$ cat src/rtl/c3lib_skid_buf.sv
// Two-entry ready/valid skid buffer: registered forward data/valid and registered
// reverse ready, one cycle of latency, full throughput, synchronous flush.
//
// state | meaning
// ------+-------------------------------------------------------------
// EMPTY | nothing buffered; out_vld=0, in_rdy=1 (0 only in reset cycle)
// BUSY  | main holds one word; out_vld=1, in_rdy=1
// FULL  | main and skid both hold a word; out_vld=1, in_rdy=0
module c3lib_skid_buf #(
   parameter int DWIDTH = 8
) (
   input  logic              clk,
   input  logic              rst,
   input  logic              flush,
   input  logic              in_vld,
   input  logic [DWIDTH-1:0] in_data,
   output logic              in_rdy,
   output logic              out_vld,
   output logic [DWIDTH-1:0] out_data,
   input  logic              out_rdy
);

   typedef enum logic [1:0] {
      EMPTY = 2'd0,
      BUSY  = 2'd1,
      FULL  = 2'd2
   } state_t;

   state_t            state;
   logic [DWIDTH-1:0] main_q;
   logic [DWIDTH-1:0] skid_q;
   logic              acc;
   logic              pop;

   assign acc      = in_vld & in_rdy;
   assign pop      = out_vld & out_rdy;
   assign out_data = main_q;

   always_ff @(posedge clk) begin
      if (rst) begin
         state   <= EMPTY;
         out_vld <= 1'b0;
         in_rdy  <= 1'b0;
         main_q  <= '0;
         skid_q  <= '0;
      end else if (flush) begin
         // A pop on this cycle already completed; an acc is simply dropped.
         state   <= EMPTY;
         out_vld <= 1'b0;
         in_rdy  <= 1'b1;
      end else begin
         case (state)
            EMPTY: begin
               in_rdy <= 1'b1;
               if (acc) begin
                  main_q  <= in_data;
                  out_vld <= 1'b1;
                  state   <= BUSY;
               end
            end
            BUSY: begin
               if (acc && pop) begin
                  main_q <= in_data;
               end else if (acc) begin
                  skid_q <= in_data;
                  in_rdy <= 1'b0;
                  state  <= FULL;
               end else if (pop) begin
                  out_vld <= 1'b0;
                  state   <= EMPTY;
               end
            end
            FULL: begin
               if (pop) begin
                  main_q <= skid_q;
                  in_rdy <= 1'b1;
                  state  <= BUSY;
               end
            end
            default: begin
               state   <= EMPTY;
               out_vld <= 1'b0;
               in_rdy  <= 1'b1;
            end
         endcase
      end
   end

endmodule

$ cat config.mk
export PLATFORM = sky130hd
export DESIGN_NAME = c3lib_skid_buf
export DESIGN_NICKNAME = d
export VERILOG_FILES = /design/src/rtl/c3lib_skid_buf.sv
export SDC_FILE = /design/constraint.sdc
export NUM_CORES = 1
export LEC_CHECK = 0
export CAP_MARGIN = 40
export CORE_ASPECT_RATIO = 1.1
export CORE_MARGIN = 3
export CORE_UTILIZATION = 40
export CTS_BUF_LIST = sky130_fd_sc_hd__clkbuf_4
export CTS_CLUSTER_SIZE = 25
export DETAILED_ROUTE_END_ITERATION = 16
export PLACE_DENSITY = 0.72
export SYNTH_ARGS = -nofsm -noshare
export SYNTH_HDL_FRONTEND = slang
export SYNTH_SLANG_ARGS = --single-unit
$ cat constraint.sdc
create_clock -name clk -period 1.8 [get_ports clk]
set_input_delay 0.45 -clock clk [delete_from_list [all_inputs] [get_ports clk]]
set_output_delay 0.45 -clock clk [all_outputs]
set_load 0.01 [all_outputs]
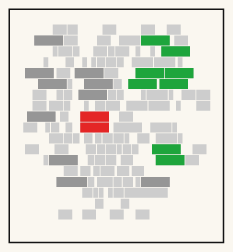
Fig. 1. Sequential cells colored by netlist name.
Scale: 4 px per um.
Key: green = out_data [flops 8]; red = state [flops 2]
Another 10 sequential cells are not colored.

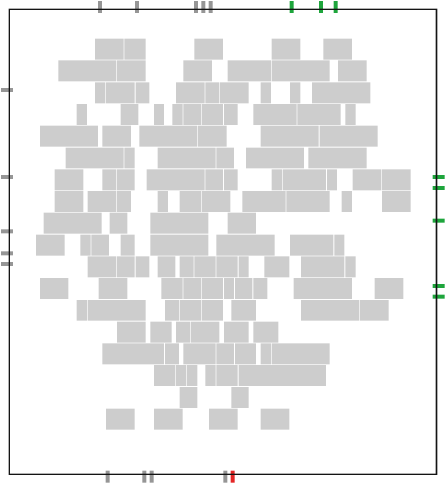
Fig. 2. Pin placement.
Scale: 8 px per um. Pins as bars across the die edge, other pins in gray.
Key: green = out_data [pins 8, direction output, edge 5 east, 3 north]; red = in_rdy [pins 1, direction output, edge south]

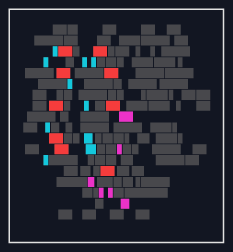
Fig. 3. Selected gate families.
Scale: 4 px per um.
Key: red = multiplexers [cells 9, most used mux2i_1]; magenta = NAND gates [cells 6, most used nand2_1, where south]; cyan = NOR gates [cells 10, most used nor2_1]

==> design notes <==
Looking at the worst setup and hold paths, the clock pins of their registers show a slew of 0.12 ns. The post-detailed-route DRC marker count came out at 0. The total power density per cell area was 744 mW/mm^2.

The tools report the tap cell count as 30. The run gives 0% for the share of the synthesized netlist area taken by xor and xnor gates. Relative to the synthesized area, the layout overhead comes to 33.4%. The final weighted congestion recorded by global placement is 0.783.

TritonCTS built the clock tree. The logs give 800 for the number of global-route vias before repair and 29 for the number of different library cells in the post-synthesis netlist. The run gives 71.1% for the remaining max-slew budget at the tightest pin. At the end of the flow, the number of nets in the layout was 143. For this run, the number of Yosys warnings is 0. The number of antenna-violating nets in the routed design is 0, and the share of cells above drive strength 1 is 20.2%. The tools report the arrival time at the worst endpoint as 1.30 ns. Cell class with the largest area share: combinational gates. The final standard cell count with taps included and fillers excluded was 159.

The transition at the pin with the smallest max-transition slack was 0.434 ns. The flow ran to the end, and the final reports show no timing, DRC or antenna violations. The initial utilization of the core area, before any placement, comes to 42.7%.

The clock network contribution to total cell area is 4.02%, and the core occupancy in the finished layout is 57.0%. The minimum setup slack after placement was -0.151 ns; the iteration tally of the first detailed-router pass was 4. By instance count, the leading cell after synthesis is dfxtp_1. The timing report gives the worst reg2reg path a setup slack of 0.33 ns. The multiplexer area fraction after synthesis came out at 9.18%. Overall power consumption after layout is estimated at 0.974 mW. In this run the vertical extent of the chip is 57.9 um.

Global routing finished with a remaining overflow of 0. Ranking logic cells in the layout by count gives the top entries clkdlybuf4s50_1, dfxtp_1, inv_1. The clock period minus final worst setup slack was 1.75 ns; the core area was 0.00230 sq mm. The startpoint of the worst hold path was out_data[5].

After detailed routing, the met3 layer carries 94 um of wire. With the combinational share of cell area at 37.5%, the tally of filler cells in the layout is 221. Counting every net in the synthesized netlist gives 115.

The number of setup buffers added after CTS is 0. The power in combinational cells was 0.137 mW. Per the Yosys statistics, synthesis produced 102 cells. Overall routing resource usage recorded by global route was 14.5%.

The final setup skew was 0.000872 ns; the longest individual stage delay on the worst path was 0.57 ns. The H-tree depth is 1, and the routed length on met2 is 941 um. The cell count of the worst hold path was 2.

Met2 usage in global routing: 22.2%. The internal portion of the total power is 0.758 mW. OpenSTA lists the critical path startpoint as in_rdy. Of the synthesized area, sequential elements account for 40.8%. The type of the most critical hold path is reg -> reg.

The final worst-path cycle share is 97.1%, and the number of buffers other than clock buffers in the final layout is 29. Endpoint type of the worst setup path: an output port. For this block, the routed nets add up to 1990 um of wire.

After floorplanning, the core was divided into 18 placement rows. The tools report the worst setup path endpoint as in_rdy. With the total cell area at the placement stage at 0.00125 sq mm, the non-clock buffer contribution to total cell area is 21.8%.

The run gives 0.467 mW for the sequential power. Source of the worst register-to-register timing path: state[0]. Overall die width: 53.2 um.
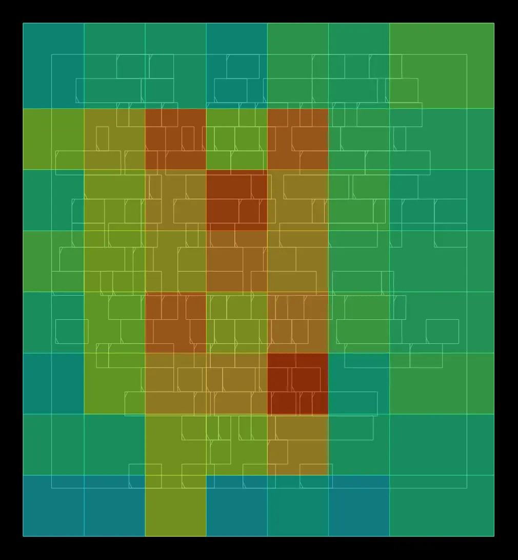
Fig. 4. Track usage over the die.
GR Layer Usage met3: 2.57%
average wire per standard cell: 12.5 um

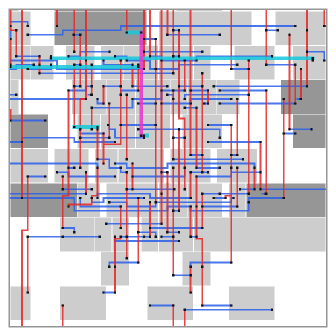
Fig. 5. Zoomed window.
Window x 14 to 39, y 5 to 30 um. Cells in gray, sequential cells in the stronger gray; small squares are vias.
Key: cyan = met3; blue = met1; magenta = met4; red = met2
Sequential cells in the window: 3. 46 logic cells have their middle in the window. Most frequent: buf_4 (5), clkdlybuf4s50_1 (4).

Power figures rest on the tool's default switching activity, not on a simulated workload.
